--- src/rtl/trade_pkg.sv ---
// Shared definitions for the UDP trade-report path: trade word field positions
// and the transmit FSM state encoding.
package trade_pkg;

  localparam int PRICE_MSB = 31;
  localparam int PRICE_LSB = 16;
  localparam int BUY_BIT   = 15;
  localparam int BOT_BIT   = 14;
  localparam int QTY_MSB   = 13;
  localparam int QTY_LSB   = 0;

  typedef enum logic [2:0] {
    S_IDLE = 3'd0,
    S_HDR  = 3'd1,
    S_SEQ  = 3'd2,
    S_PAY  = 3'd3,
    S_GAP  = 3'd4
  } tx_state_e;

  // Packs the trade fields into the 32-bit trade_info word.
  function automatic logic [31:0] trade_word(input logic [15:0] price, input logic buy,
                                             input logic bot, input logic [13:0] qty);
    logic [31:0] w;
    w = 32'd0;
    w[PRICE_MSB:PRICE_LSB] = price;
    w[BUY_BIT]             = buy;
    w[BOT_BIT]             = bot;
    w[QTY_MSB:QTY_LSB]     = qty;
    return w;
  endfunction

endpackage

--- src/rtl/trade_report_tx.sv ---
// Serializes one 32-bit trade report per packet onto an AXI-Stream byte bus:
// header fill bytes, 16-bit sequence number, 4-byte payload, all big-endian.
module trade_report_tx
  import trade_pkg::*;
#(
  parameter int         HDR_LEN  = 42,
  parameter logic [7:0] HDR_FILL = 8'hAA,
  parameter int         IFG      = 2
) (
  input  logic        clk_udp,
  input  logic        rst_udp,
  input  logic [31:0] trade_in,
  input  logic        trade_in_valid,
  output logic        trade_in_ready,
  output logic [7:0]  tx_axis_tdata,
  output logic        tx_axis_tvalid,
  input  logic        tx_axis_tready,
  output logic        tx_axis_tlast,
  output logic [15:0] tx_seq,
  output logic        tx_busy
);

  localparam logic [7:0] HDR_LAST = (HDR_LEN > 0) ? 8'(HDR_LEN - 1) : 8'd0;
  localparam logic [7:0] IFG_LAST = (IFG > 0) ? 8'(IFG - 1) : 8'd0;

  tx_state_e   r_state, w_state_nxt;
  logic [7:0]  r_cnt, w_cnt_nxt;
  logic [31:0] r_word, w_word_nxt;
  logic [15:0] r_seq, w_seq_nxt;
  logic [15:0] r_tx_seq, w_tx_seq_nxt;
  logic [7:0]  r_tdata;
  logic        r_tvalid;
  logic        r_tlast;
  logic        r_ready;
  logic        w_adv;
  logic [7:0]  w_byte;
  logic        w_valid_nxt;
  logic        w_last_nxt;

  assign w_adv = r_tvalid & tx_axis_tready;

  // Next-state logic: state/counter always name the byte presented in the following cycle.
  always_comb begin
    w_state_nxt  = r_state;
    w_cnt_nxt    = r_cnt;
    w_word_nxt   = r_word;
    w_seq_nxt    = r_seq;
    w_tx_seq_nxt = r_tx_seq;
    case (r_state)
      S_IDLE: begin
        if (trade_in_valid && r_ready) begin
          w_word_nxt  = trade_in;
          w_seq_nxt   = r_tx_seq;
          w_cnt_nxt   = 8'd0;
          w_state_nxt = (HDR_LEN == 0) ? S_SEQ : S_HDR;
        end else begin
          w_state_nxt = S_IDLE;
        end
      end
      S_HDR: begin
        if (w_adv && (r_cnt == HDR_LAST)) begin
          w_state_nxt = S_SEQ;
          w_cnt_nxt   = 8'd0;
        end else if (w_adv) begin
          w_cnt_nxt = r_cnt + 8'd1;
        end else begin
          w_cnt_nxt = r_cnt;
        end
      end
      S_SEQ: begin
        if (w_adv && (r_cnt == 8'd1)) begin
          w_state_nxt = S_PAY;
          w_cnt_nxt   = 8'd0;
        end else if (w_adv) begin
          w_cnt_nxt = r_cnt + 8'd1;
        end else begin
          w_cnt_nxt = r_cnt;
        end
      end
      S_PAY: begin
        if (w_adv && (r_cnt == 8'd3)) begin
          w_tx_seq_nxt = r_tx_seq + 16'd1;
          w_state_nxt  = (IFG == 0) ? S_IDLE : S_GAP;
          w_cnt_nxt    = 8'd0;
        end else if (w_adv) begin
          w_cnt_nxt = r_cnt + 8'd1;
        end else begin
          w_cnt_nxt = r_cnt;
        end
      end
      S_GAP: begin
        if (r_cnt == IFG_LAST) begin
          w_state_nxt = S_IDLE;
          w_cnt_nxt   = 8'd0;
        end else begin
          w_cnt_nxt = r_cnt + 8'd1;
        end
      end
      default: begin
        w_state_nxt = S_IDLE;
        w_cnt_nxt   = 8'd0;
      end
    endcase
  end

  // Byte mux driven from the next state so the output flops carry the byte without a bubble.
  always_comb begin
    w_byte      = 8'h00;
    w_valid_nxt = 1'b0;
    w_last_nxt  = 1'b0;
    case (w_state_nxt)
      S_HDR: begin
        w_byte      = HDR_FILL;
        w_valid_nxt = 1'b1;
      end
      S_SEQ: begin
        w_byte      = w_cnt_nxt[0] ? w_seq_nxt[7:0] : w_seq_nxt[15:8];
        w_valid_nxt = 1'b1;
      end
      S_PAY: begin
        w_valid_nxt = 1'b1;
        w_last_nxt  = (w_cnt_nxt == 8'd3);
        case (w_cnt_nxt[1:0])
          2'd0:    w_byte = w_word_nxt[31:24];
          2'd1:    w_byte = w_word_nxt[23:16];
          2'd2:    w_byte = w_word_nxt[15:8];
          default: w_byte = w_word_nxt[7:0];
        endcase
      end
      default: begin
        w_byte      = 8'h00;
        w_valid_nxt = 1'b0;
        w_last_nxt  = 1'b0;
      end
    endcase
  end

  // State, holding register, sequence counter and registered AXI-Stream outputs.
  always_ff @(posedge clk_udp or posedge rst_udp) begin
    if (rst_udp) begin
      r_state  <= S_IDLE;
      r_cnt    <= 8'd0;
      r_word   <= 32'd0;
      r_seq    <= 16'd0;
      r_tx_seq <= 16'd0;
      r_tdata  <= 8'h00;
      r_tvalid <= 1'b0;
      r_tlast  <= 1'b0;
      r_ready  <= 1'b0;
    end else begin
      r_state  <= w_state_nxt;
      r_cnt    <= w_cnt_nxt;
      r_word   <= w_word_nxt;
      r_seq    <= w_seq_nxt;
      r_tx_seq <= w_tx_seq_nxt;
      r_tdata  <= w_byte;
      r_tvalid <= w_valid_nxt;
      r_tlast  <= w_last_nxt;
      r_ready  <= (w_state_nxt == S_IDLE);
    end
  end

  assign trade_in_ready = r_ready;
  assign tx_axis_tdata  = r_tdata;
  assign tx_axis_tvalid = r_tvalid;
  assign tx_axis_tlast  = r_tlast;
  assign tx_seq         = r_tx_seq;
  assign tx_busy        = (r_state != S_IDLE);

endmodule

--- config.mk ---
export PLATFORM = sky130hd
export DESIGN_NAME = trade_report_tx
export DESIGN_NICKNAME = d
export VERILOG_FILES = /design/src/rtl/trade_pkg.sv /design/src/rtl/trade_report_tx.sv
export SDC_FILE = /design/constraint.sdc
export NUM_CORES = 1
export LEC_CHECK = 0
export ABC_CLOCK_PERIOD_IN_PS = 3500
export CORE_AREA = 2 2 90 92
export CTS_CLUSTER_DIAMETER = 100
export DETAILED_ROUTE_END_ITERATION = 10
export DIE_AREA = 0 0 92 94
export GPL_TIMING_DRIVEN = 0
export PLACE_DENSITY = 0.85
export SYNTH_ARGS = -nofsm -noshare
export SYNTH_HDL_FRONTEND = slang
export SYNTH_SLANG_ARGS = --single-unit
--- constraint.sdc ---
create_clock -name clk_udp -period 3.5 [get_ports clk_udp]
set_clock_uncertainty 0.1 [all_clocks]
set_input_delay 0.7 -clock clk_udp [delete_from_list [all_inputs] [get_ports clk_udp]]
set_output_delay 0.7 -clock clk_udp [all_outputs]
set_load 0.02 [all_outputs]
Figure 1. Pin placement (run 1).
The bar under the picture is 20 µm long. Pins as bars across the die edge, other pins in gray.
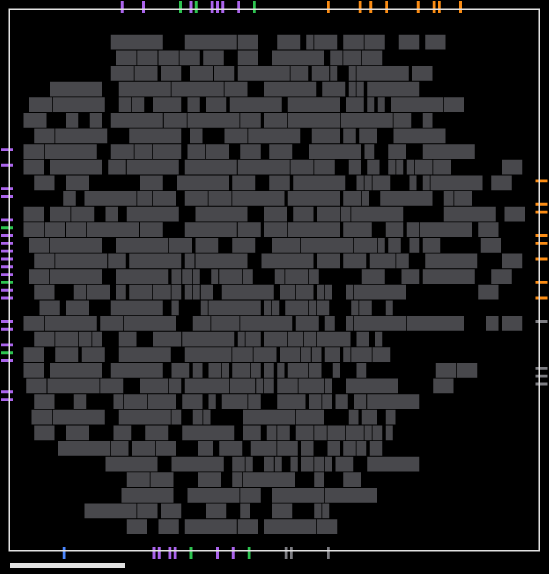
Key: trade_in = purple [pins 32, direction input, edge 19 west, 7 north, 6 south]; tx_axis_tdata = green [pins 8, direction output, edge 3 west, 3 north, 2 south]; tx_seq = orange [pins 16, direction output, edge 8 east, 8 north]; clk_udp = blue [pins 1, direction input, edge south]

Figure 2. Sequential cells colored by netlist name (run 1).
The bar under the picture is 20 µm long. Other sequential cells in the stronger gray, the rest of the logic in the fainter gray.
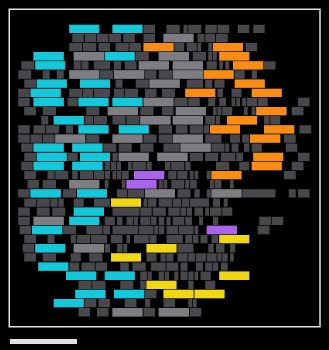
Key: r_word = cyan [sequential cells 32]; r_state = purple [sequential cells 3]; tx_seq = orange [sequential cells 16]; r_cnt = yellow [sequential cells 8, where south]

==> flow_summary_export.csv, run 1 <==
group,metric,value,unit
routing,vias_per_cell,5.755,
routing,num_vias,2895,
job,drv_cap,0,
setup_path,cp.depth,9,
routing,drt_wl_total,8.768,mm
setup_path,rr_startpoint,"r_cnt[1]$_DFF_PP0_",
sta,rsz0062_at_grt,"no",
global_route,grt_pass1_vias,2965,
logic_synthesis,yosys_area,3941,µm²
logic_synthesis,common_cells,"dfrtp_1 (86), mux2_2 (53), nand2_1 (19), nor2_1 (17), o21ai_0 (16)",
logic_synthesis,avgSynthCellArea,12.28,µm²
placement,placedInstanceArea,4730,µm²
logic_synthesis,synth_cells,321,
routing,first_pass_iters,4,
sta,slew_viol_final,0,
finish,fillers,583,
routing,drc,0,
setup_path,cp-end-kind,"flip-flop",
floorplan,die_y,94,µm
placement,dp_hpwl,6.307,mm
floorplan,die-area,8648,µm²
logic_synthesis,yosysMostFrequentCell,"dfrtp_1",
floorplan,fp-row-count,32,
placement,dp_cells,487,
logic_synthesis,synth.logic.top_family,"multiplexers",
global_route,grt_max_degree,71,
cts,cts-htree-levels,3,
sta,fmax,0.3211,GHz
global_route,grt_pass1_wl,14.71,mm
logic_synthesis,ys_cells,321,
job,warnings,27,
logic_synthesis,edf_count,0,
floorplan,io_pins,64,
sta,setup_viol,0,
floorplan,fp_util,0.5181,
logic_synthesis,largest_area_cell,"dfrtp_1",
setup_path,crit_family,"AND-OR/OR-AND gates",
global_route,grt_overflow_total,0,
finish,area_growth,24.63,%
logic_synthesis,ys_seq_share,0.5460,
hold_path,hp-class,"flip-flop to flip-flop",
finish,insertedDiodeCount,0,
setup_path,cpPeakStageDelay,0.46,ns
logic_synthesis,ys_sh_aoi,0.1140,
sta,fin_worst_hold_slack,0.4009,ns
logic_synthesis,syn_area,3941,µm²
placement,gp_congestion,0.8982,
outcome,status,"finished, final reports clean",
cts,cts_setup_buffers,0,
cts,clk_path_buf_depth,2,
logic_synthesis,mux_share,0.1673,
setup_path,crit_arrival,3.23,ns
cts,cts_hold_buf,0,
logic_synthesis,yosysTopAreaCellShare,0.5460,
sta,max_slew.worst_pin.slew,0.7191,ns
logic_synthesis,ys.flops,86,
cts,cts_tree,"yes",
routing,avgRoutedWirePerCell,17.43,µm
sta,tns,0,ns
cts,clk_pin_slew,0.09,ns
sta,slew-limit-headroom,0.5174,
floorplan,core,7607,µm²
sta,finalCriticalPeriod,3.114,ns
logic_synthesis,async_reset_ff_frac,1.000,
setup_path,crit_buf_inv,1,
logic_synthesis,xor_area_frac,0.03556,
finish,fin_nets,435,
setup_path,critPathMaxFanout,10,
setup_path,setup.worst_path.start,"r_cnt[1]$_DFF_PP0_",
pwr,p_per_area,347.7,nW/µm²
logic_synthesis,syn_nets,360,
logic_synthesis,ys.flop_type,"dfrtp_1",
cts,cts_sinks,86,
setup_path,r2r_slack,0.39,ns
finish,drive_above_1_share,0.2095,
setup_path,required,3.62,ns
setup_path,cpMaxStageDelayCell,"dfrtp_1",
finish,stdcell_count,503,
setup_path,worstSetupPathType,"flip-flop to flip-flop",
global_route,grtUsageTotal,0.2183,
logic_synthesis,ys_warn_count,0,
pwr,p_leak,2.261,nW
floorplan,fp.dieW,92,µm
routing,ant_nets,0,
finish,fin_area,4912,µm²
cts,cts_resized,0,
global_route,antenna_found_initial,0,
logic_synthesis,synth.distinct_cells,53,
placement,port_buffers,63,
setup_path,r2r_end,"tx_axis_tdata[7]$_DFF_PP0_",
pwr,vdd_drop_max,231.6,µV
logic_synthesis,adder_share,0.009524,
logic_synthesis,synth-simple-area-share,0.1079,
setup_path,cp_cell_sequence,"ha_1 > and4bb_2 > o211a_1 > o41a_1 > buf_6 > mux2i_4 > mux2_2 > a21oi_1 > o21ai_0",
routing,drt-initial-drc-count,270,
logic_synthesis,ys_top_cells_by_area,"dfrtp_1 (55%), mux2_2 (15%), o21ai_0 (2.0%)",
sta,min_period_over_period,0.8897,
cts,root_buffer,"clkbuf_8",
setup_path,endpoint,"tx_axis_tdata[7]$_DFF_PP0_",
setup_path,cp-start-kind,"flip-flop",
cts,cts_buffers,9,
setup_path,reg2regPathDepth,9,
sta,finalHoldViolations,0,
Figure 3. Clock wiring as the flow saved it (run 1).
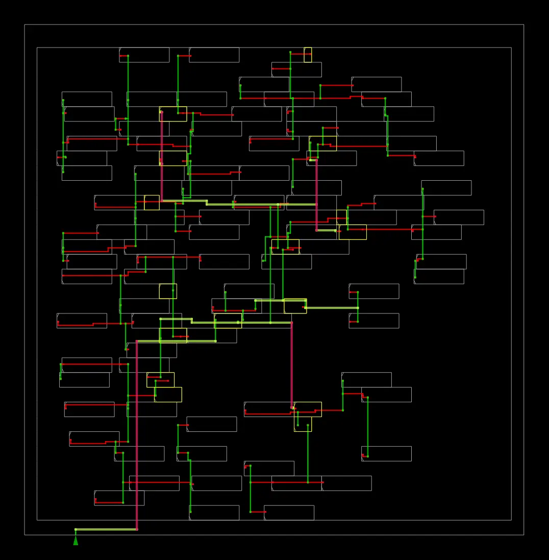
clock group total power: 0.651 mW
# clk buffers: 11
Skew-Pair Late Insertion Delay: 0.35 ns

-- run 1: registers in the layout (all words and copies together) (netlist names) --
name,cells
tx_axis_tvalid,1
r_state,3
tx_axis_tlast,1
r_cnt,8
r_word,32
tx_axis_tdata,8
r_seq,16
trade_in_ready,1
tx_seq,16
-- run 1: per-stage QoR --
step,worst slack (ns),total power [mW],util
6_report,0.3860,1.708,0.6457
5_1_grt,0.2800,1.757,0.6457
4_1_cts,0.4369,1.714,0.6457
3_5_place_dp,0.09777,1.077,0.6217
3_3_place_gp,-0.7532,1.072,0.6178
2_1_floorplan,0.4782,1.027,-
-- run 1: metal layers --
| metal | up-vias | routed length [µm] | track usage |
|---|---|---|---|
| met3 | 14 | 427 | 0.03291 |
| met5 | - | 0 | 0 |
| met4 | 0 | 118 | 0.09701 |
| met2 | 106 | 4307 | 0.3444 |
| li1 | 1338 | - | - |
| met1 | 1437 | 3915 | 0.3024 |
-- run 1: layout make-up --
class | instances | area, µm² | area share
Sequential cell | 86 | 2152 | 0.4381
Multi-Input combinational cell | 218 | 1712 | 0.3484
Timing Repair Buffer | 64 | 658.1 | 0.1340
Clock buffer | 11 | 141.4 | 0.02878
Tap cell | 102 | 127.6 | 0.02598
Buffer | 11 | 55.05 | 0.01121
Clock inverter | 5 | 41.29 | 0.008406
Inverter | 6 | 25.02 | 0.005094
-- run 1: cells in the final DEF, fill, tap and decap left out, types with 2 or more instances in the layout --
| master | n |
|---|---|
| buf_1 | 2 |
| nor2_1 | 17 |
| xor2_1 | 7 |
| inv_1 | 5 |
| dfrtp_1 | 86 |
| and3_1 | 5 |
| nand3_1 | 5 |
| o22ai_1 | 12 |
| clkdlybuf4s50_1 | 63 |
| and2_1 | 2 |
| nand4_1 | 7 |
| or3_1 | 2 |
| a31oi_1 | 2 |
| nor3_1 | 4 |
| nand2b_1 | 5 |
| mux2_2 | 53 |
| o21ai_0 | 16 |
| and4b_1 | 2 |
| ha_1 | 3 |
| clkbuf_8 | 10 |
| a21oi_1 | 8 |
| mux2i_1 | 4 |
| clkbuf_1 | 6 |
| o221ai_1 | 8 |
| nand2_1 | 19 |
| o31ai_1 | 2 |
| or3b_2 | 2 |
| o211ai_1 | 2 |
| xnor2_1 | 9 |
-- run 1: worst min path at each step --
stage                             start                   to  slack (ns)  cells past startpoint
detailed placement   r_seq[5]$_DFF_PP0_   r_seq[5]$_DFF_PP0_        0.38                      1
global route         r_seq[2]$_DFF_PP0_   r_seq[2]$_DFF_PP0_        0.41                      1
CTS                  r_seq[5]$_DFF_PP0_   r_seq[5]$_DFF_PP0_        0.40                      1
finish              r_seq[12]$_DFF_PP0_  r_seq[12]$_DFF_PP0_        0.40                      1
floorplan            r_seq[7]$_DFF_PP0_   r_seq[7]$_DFF_PP0_        0.37                      1
global placement     r_seq[7]$_DFF_PP0_   r_seq[7]$_DFF_PP0_        0.37                      1
-- run 1: power breakdown --
part | internal (mW) | switching, mW
Clock | 0.285 | 0.366
Combinational | 0.0376 | 0.0263
Sequential | 0.993 | 0
Total | 1.32 | 0.392
Figure 4. Zoomed window (run 1).
The bar under the picture is 20 µm long. Window x 21 to 71, y 41 to 91 µm. Cells in gray, sequential cells in the stronger gray; small squares are vias.
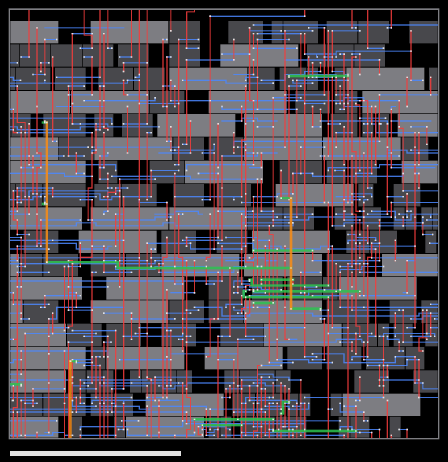

## Run 2: what changed since run 1
--- a/config.mk
+++ b/config.mk
@@ -6,12 +6,13 @@
 export NUM_CORES = 1
 export LEC_CHECK = 0
 export ABC_CLOCK_PERIOD_IN_PS = 3500
-export CORE_AREA = 2 2 90 92
+export CORE_AREA = 2 2 118 120
 export CTS_CLUSTER_DIAMETER = 100
 export DETAILED_ROUTE_END_ITERATION = 10
-export DIE_AREA = 0 0 92 94
+export DIE_AREA = 0 0 120 122
 export GPL_TIMING_DRIVEN = 0
-export PLACE_DENSITY = 0.85
+export PLACE_DENSITY = 0.57
+export SETUP_SLACK_MARGIN = 0.15
 export SYNTH_ARGS = -nofsm -noshare
 export SYNTH_HDL_FRONTEND = slang
 export SYNTH_SLANG_ARGS = --single-unit
Figure 5. Zoomed window (run 2).
The bar under the picture is 20 µm long. Window x 35 to 85, y 60 to 110 µm. Cells in gray, sequential cells in the stronger gray; small squares are vias.
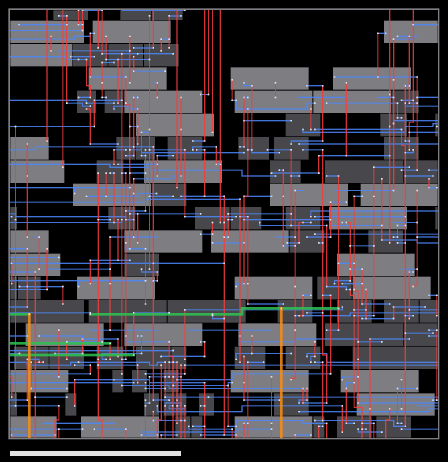
Key: M4 = orange; M2 = red; M1 = blue; M3 = green
Sequential cells in the window: 34. Netlist names of flops here include r_seq (14), r_word (13), tx_axis_tdata (3). Most frequent: dfrtp_1 (34), mux2_2 (27), clkbuf_16 (5). 93 logic cells have their middle in the window.

==> run 2 against run 1 <==
Against the previous run:
- sequential share of layout area down 1.8 points
- hold slack worse by 0.0068 ns
- first-iteration DRC count down 43%
- register-to-register slack worse by 0.03 ns
- count of clock-buffer cells in the layout down 2
- cell count up 15%
- sequential power about the same
- final area up 4.3%
- largest cell class unchanged
- synthesized cell count unchanged
- combinational power up 2%
- largest power group unchanged
==> flow_summary_export.csv, run 2 <==
group,metric,value,unit
floorplan,die-area,14640,µm²
pwr,comb_power_share,0.032,
job,drv_cap,0,
logic_synthesis,yosysMostFrequentCell,"dfrtp_1",
cts,cts_resized,0,
global_route,antenna_found_initial,0,
pwr,p_int,1.587,mW
placement,dp_hpwl,6.972,mm
logic_synthesis,ys_cells,321,
sta,finalHoldViolations,0,
pwr,p_per_area,392.9,nW/µm²
sta,fin_worst_hold_slack,0.3940,ns
setup_path,crit_arrival,3.20,ns
hold_path,hp-class,"flip-flop to flip-flop",
floorplan,fp_util,0.2919,
global_route,grt_max_degree,56,
setup_path,cp_cell_sequence,"inv_1 > ha_1 > and4b_1 > o211a_1 > o41a_1 > buf_6 > mux2i_4 > mux2_2 > a21oi_1 > o21ai_0",
logic_synthesis,synth.distinct_cells,53,
setup_path,cp.depth,10,
cts,cts_hold_buf,0,
logic_synthesis,syn_area,3941,µm²
logic_synthesis,ys.flop_type,"dfrtp_1",
finish,insertedDiodeCount,0,
sta,slew-limit-headroom,0.5388,
setup_path,cpMaxStageDelayCell,"dfrtp_1",
logic_synthesis,largest_area_cell,"dfrtp_1",
cts,cts_setup_buffers,0,
logic_synthesis,yosysTopAreaCellShare,0.5460,
logic_synthesis,ys_top_cells_by_area,"dfrtp_1 (55%), mux2_2 (15%), o21ai_0 (2.0%)",
logic_synthesis,syn_nets,360,
job,warnings,27,
placement,port_buffers,63,
setup_path,crit_buf_inv,2,
global_route,grt_pass1_wl,15.36,mm
finish,stdcell_count,580,
pwr,switching_share,0.2116,
finish,lay_top_count,"dfrtp_1",
routing,ant_nets,0,
setup_path,crit_family,"AND-OR/OR-AND gates",
routing,num_vias,2812,
global_route,grt_overflow_total,0,
global_route,grt_pass1_vias,2972,
cts,root_buffer,"clkbuf_16",
pwr,vdd_drop_max,331.4,µV
logic_synthesis,yosys_area,3941,µm²
pwr,seqPwrFrac,0.494,
cts,cts_tree,"yes",
finish,largest_reg_flops,32,
sta,min_period_over_period,0.8997,
floorplan,io_pins,64,
placement,gp_congestion,0.8605,
setup_path,required,3.55,ns
finish,mostFrequentLayoutCells,"dfrtp_1 (86), clkdlybuf4s50_1 (63), mux2_2 (53)",
routing,first_pass_iters,4,
logic_synthesis,ys_seq_share,0.5460,
cts,clk_latency,0.33,ns
setup_path,critPathMaxFanout,10,
routing,drt_wl_total,9.270,mm
floorplan,die_y,122,µm
sta,setup_viol,0,
routing,drc,0,
logic_synthesis,synth_cells,321,
routing,vias_per_cell,4.848,
outcome,status,"finished, final reports clean",
cts,cts_buffers,9,
floorplan,fp.dieW,120,µm
sta,tns,0,ns
placement,placedInstanceArea,4827,µm²
finish,utilization,0.3793,
sta,max_slew.worst_pin.slew,0.6871,ns
setup_path,cp-start-kind,"flip-flop",
finish,area_growth,29.97,%
routing,drt-initial-drc-count,153,
cts,clk_path_buf_depth,2,
logic_synthesis,ys_warn_count,0,
pwr,p_leak,2.309,nW
logic_synthesis,ys.flops,86,
setup_path,cp-end-kind,"flip-flop",
cts,cts-htree-levels,3,
setup_path,cpPeakStageDelay,0.45,ns
finish,drive_above_1_share,0.2100,
routing,avgRoutedWirePerCell,15.98,µm
floorplan,fp-row-count,43,
placement,dp_cells,565,
logic_synthesis,common_cells,"dfrtp_1 (86), mux2_2 (53), nand2_1 (19), nor2_1 (17), o21ai_0 (16)",
hold_path,holdPathStages,1,
sta,finalCriticalPeriod,3.149,ns
pwr,switching_power,0.4259,mW
global_route,grtUsageTotal,0.1351,
sta,rsz0062_at_grt,"no",
pwr,power_frac_clock,0.474,
floorplan,core,13500,µm²
cts,cts_sinks,86,
[run 2: netlist changes by cell type in the layout (fill, tap and decap cells not counted), sizes merged]
cell	previous run	this run
clkinvlp	1	2
clkbuf	17	15
bufinv	0	1
clkinv	2	1
[run 2: cell families after synthesis]
family | synth area share
AOI/OAI and AO/OA | 0.1140
DFF | 0.5460
muxes | 0.1673
buffers and inverters | 0.01968
and+or+nand+nor | 0.1079
xor gates and xnor gates | 0.03556
adders and majority gates | 0.009525
[run 2: routing by layer]
metal | global-route usage | up-vias | wire length, µm
met1 | 0.1824 | 1400 | 4348
met3 | 0.02060 | 9 | 343
met4 | 0.05147 | 0 | 155
li1 | - | 1339 | -
met5 | 0 | - | 0
met2 | 0.2195 | 64 | 4422
[run 2: per-stage QoR]
step	power, mW	setup slack, ns
floorplan	1.027	0.4782
global placement	1.076	-0.9431
detailed placement	1.080	0.03268
CTS	2.035	0.3380
global route	2.087	0.2188
finish	2.013	0.3512
[run 2: power groups by stage]
stage / clock, mW / combinational (mW) / sequential, mW
after CTS: 0.974 / 0.0679 / 0.993
after floorplan: 0 / 0.0148 / 1.01
after global placement: 0 / 0.0636 / 1.01
final: 0.954 / 0.0654 / 0.994
after detailed placement: 0 / 0.0678 / 1.01
after global routing: 1.02 / 0.0722 / 0.993
[run 2: area by class of cell]
type / instances / area (µm²) / share of cell area
buffer: 11 / 55.05 / 0.01075
clock buffer: 9 / 225.2 / 0.04397
clock inverter: 6 / 70.07 / 0.01368
inverter: 6 / 25.02 / 0.004885
multi-input combinational: 218 / 1712 / 0.3341
sequential: 86 / 2152 / 0.4201
tap: 180 / 225.2 / 0.04397
timing repair buffer: 64 / 658.1 / 0.1285
[run 2: worst paths after layout]
| kind | slack [ns] | end | startpoint |
|---|---|---|---|
| hold / removal | 0.39 | r_seq[8]$_DFF_PP0_ | r_seq[8]$_DFF_PP0_ |
| min in group asynchronous | 0.64 | r_cnt[2]$_DFF_PP0_ | rst_udp |
| setup / recovery | 0.35 | tx_axis_tdata[7]$_DFF_PP0_ | r_cnt[1]$_DFF_PP0_ |
| max in group asynchronous | 2.06 | r_word[23]$_DFF_PP0_ | rst_udp |
| setup reg to reg | 0.35 | tx_axis_tdata[7]$_DFF_PP0_ | r_cnt[1]$_DFF_PP0_ |
| hold reg to reg | 0.39 | r_seq[8]$_DFF_PP0_ | r_seq[8]$_DFF_PP0_ |
## Run 3: what changed since run 2
--- a/config.mk
+++ b/config.mk
@@ -11,6 +11,7 @@
 export DETAILED_ROUTE_END_ITERATION = 10
 export DIE_AREA = 0 0 120 122
 export GPL_TIMING_DRIVEN = 0
+export HOLD_SLACK_MARGIN = 0.08
 export PLACE_DENSITY = 0.57
 export SETUP_SLACK_MARGIN = 0.15
 export SYNTH_ARGS = -nofsm -noshare
Figure 6. Pin placement (run 3).
The bar under the picture is 20 µm long. Pins as bars across the die edge, other pins in gray.
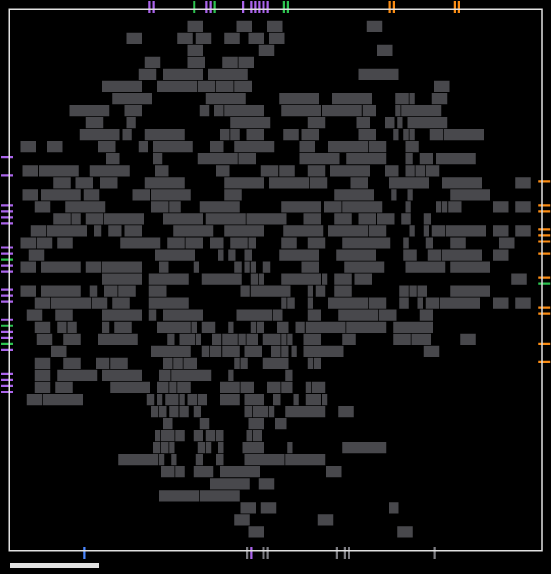
Key: trade_in = purple [pins 32, direction input, edge 21 west, 10 north, 1 south]; clk_udp = blue [pins 1, direction input, edge south]; tx_seq = orange [pins 16, direction output, edge 12 east, 4 north]; tx_axis_tdata = green [pins 8, direction output, edge 4 north, 3 west, 1 east]

==> run 3 against run 2 <==
Against the previous run:
- routed wire length unchanged
- cell count is the same
- sequential power barely moved
- area after synthesis did not move
- non-clock buffer count unchanged
- die size stayed put
- flip-flop count did not move
- combinational power hardly changed
- count of clock-buffer cells in the layout stayed put
- first-iteration DRC count stayed put
- sequential share of layout area unchanged
- final area is the same
==> flow_summary_export.csv, run 3 <==
group,metric,value,unit
outcome,status,"finished, final reports clean",
pwr,switching_power,0.4259,mW
logic_synthesis,syn_nets,360,
setup_path,critPathMaxFanout,10,
logic_synthesis,common_cells,"dfrtp_1 (86), mux2_2 (53), nand2_1 (19), nor2_1 (17), o21ai_0 (16)",
routing,vias_per_cell,4.848,
logic_synthesis,syn_area,3941,µm²
pwr,vdd_drop_max,331.4,µV
logic_synthesis,ys.flops,86,
placement,port_buffers,63,
logic_synthesis,yosys_area,3941,µm²
hold_path,hp-class,"flip-flop to flip-flop",
sta,setup_viol,0,
sta,fmax,0.3176,GHz
floorplan,die-area,14640,µm²
finish,largest_reg_flops,32,
routing,drc,0,
cts,cts_buffers,9,
global_route,grt_max_degree,56,
routing,num_vias,2812,
logic_synthesis,ys_seq_share,0.5460,
sta,min_period_over_period,0.8997,
setup_path,cp_cell_sequence,"inv_1 > ha_1 > and4b_1 > o211a_1 > o41a_1 > buf_6 > mux2i_4 > mux2_2 > a21oi_1 > o21ai_0",
logic_synthesis,synth.distinct_cells,53,
pwr,comb_power_share,0.032,
cts,clk_pin_slew,0.06,ns
logic_synthesis,async_reset_ff_frac,1.000,
cts,cts_sinks,86,
cts,cts-htree-levels,3,
routing,first_pass_iters,4,
sta,max_slew.worst_pin.slew,0.6871,ns
setup_path,cp-start-kind,"flip-flop",
global_route,grt_pass1_wl,15.36,mm
setup_path,worstSetupPathType,"flip-flop to flip-flop",
logic_synthesis,edf_count,0,
floorplan,fp.dieW,120,µm
cts,root_buffer,"clkbuf_16",
finish,area_growth,29.97,%
logic_synthesis,yosysTopAreaCellShare,0.5460,
finish,lay_top_count,"dfrtp_1",
cts,cts_resized,0,
logic_synthesis,avgSynthCellArea,12.28,µm²
finish,mostFrequentLayoutCells,"dfrtp_1 (86), clkdlybuf4s50_1 (63), mux2_2 (53)",
logic_synthesis,ys_cells,321,
finish,insertedDiodeCount,0,
routing,ant_nets,0,
sta,fin_worst_hold_slack,0.3940,ns
placement,gp_congestion,0.8605,
placement,placedInstanceArea,4827,µm²
cts,clk_latency,0.33,ns
logic_synthesis,largest_area_cell,"dfrtp_1",
setup_path,cpMaxStageDelayCell,"dfrtp_1",
global_route,grtUsageTotal,0.1351,
finish,fin_area,5122,µm²
cts,clk_path_buf_depth,2,
setup_path,cpPeakStageDelay,0.45,ns
floorplan,io_pins,64,
logic_synthesis,ys.flop_type,"dfrtp_1",
setup_path,cp-end-kind,"flip-flop",
placement,place_ws,0.03268,ns
global_route,antenna_found_initial,0,
pwr,p_leak,2.309,nW
floorplan,fp_util,0.2919,
logic_synthesis,yosysMostFrequentCell,"dfrtp_1",
sta,slew-limit-headroom,0.5388,
job,drv_cap,0,
sta,setup_ws,0.3512,ns
finish,stdcell_count,580,
sta,finalCriticalPeriod,3.149,ns
finish,utilization,0.3793,
pwr,p_int,1.587,mW
finish,regMostFlops,"r_word",
logic_synthesis,ys_warn_count,0,
setup_path,required,3.55,ns
logic_synthesis,ys_top_cells_by_area,"dfrtp_1 (55%), mux2_2 (15%), o21ai_0 (2.0%)",
logic_synthesis,synth_cells,321,
routing,drt_wl_total,9.270,mm
finish,drive_above_1_share,0.2100,
setup_path,crit_family,"AND-OR/OR-AND gates",
global_route,grt_overflow_total,0,
sta,finalHoldViolations,0,
pwr,switching_share,0.2116,
cts,cts_tree,"yes",
cts,cts_setup_buffers,0,
setup_path,crit_arrival,3.20,ns
pwr,power_frac_clock,0.474,
pwr,power,2.013,mW
routing,avgRoutedWirePerCell,15.98,µm
sta,slew_viol_final,0,
floorplan,fp-row-count,43,
placement,dp_hpwl,6.972,mm
global_route,grt_pass1_vias,2972,
sta,tns,0,ns
sta,rsz0062_at_grt,"no",
setup_path,crit_buf_inv,2,
routing,drt-initial-drc-count,153,
placement,dp_cells,565,
floorplan,core,13500,µm²
finish,fin_nets,435,
pwr,p_per_area,392.9,nW/µm²
cts,cts_hold_buf,0,
pwr,seqPwrFrac,0.494,
floorplan,die_y,122,µm
## run 3: cell counts in the layout (fill, tap and decap cells not counted)
No cell type changed its count.
## run 3: layout make-up
class                   count  area (µm²)
multi-input cells         218        1712
plain buffers              11       55.05
flip-flops and latches     86        2152
repair buffers             64       658.1
fillers                  1321        8382
clock inverters             6       70.07
well taps                 180       225.2
inverters                   6       25.02
clock buffers               9       225.2
## run 3: kinds of logic (layout without fill, tap and decap cells)
logic type      count (synthesis)  after routing  share of synthesized area
mux                            58             58                     0.1673
xor+xnor                       16             16                    0.03556
fa+ha+maj                       3              3                   0.009525
simple gates                   78             78                     0.1079
flops                          86             86                     0.5460
compound gates                 63             63                     0.1140
buf+inv                        17             96                    0.01968
## run 3: path summary, 6_finish.rpt
path / startpoint / end / depth (start not counted) / slack (ns)
min reg2reg: r_seq[8]$_DFF_PP0_ / r_seq[8]$_DFF_PP0_ / 1 / 0.39
max in group asynchronous: rst_udp / r_word[23]$_DFF_PP0_ / 3 / 2.06
max reg2reg: r_cnt[1]$_DFF_PP0_ / tx_axis_tdata[7]$_DFF_PP0_ / 10 / 0.35
max: r_cnt[1]$_DFF_PP0_ / tx_axis_tdata[7]$_DFF_PP0_ / 10 / 0.35
min: r_seq[8]$_DFF_PP0_ / r_seq[8]$_DFF_PP0_ / 1 / 0.39
min in group asynchronous: rst_udp / r_cnt[2]$_DFF_PP0_ / 2 / 0.64
## run 3: metal layers
layer / up-vias / GRT usage / part of all wire
met2: 64 / 0.2195 / 0.48
met3: 9 / 0.02060 / 0.037
li1: 1339 / - / -
met5: - / 0 / 0
met1: 1400 / 0.1824 / 0.47
met4: 0 / 0.05147 / 0.017
## run 3: power by group through the flow
| stage | Combinational (mW) | Sequential [mW] | Clock [mW] |
|---|---|---|---|
| floorplan | 0.0148 | 1.01 | 0 |
| global placement | 0.0636 | 1.01 | 0 |
| detailed placement | 0.0678 | 1.01 | 0 |
| CTS | 0.0679 | 0.993 | 0.974 |
| global route | 0.0722 | 0.993 | 1.02 |
| finish | 0.0654 | 0.994 | 0.954 |
No activity file was given, so power comes from the tool's default toggle rates.
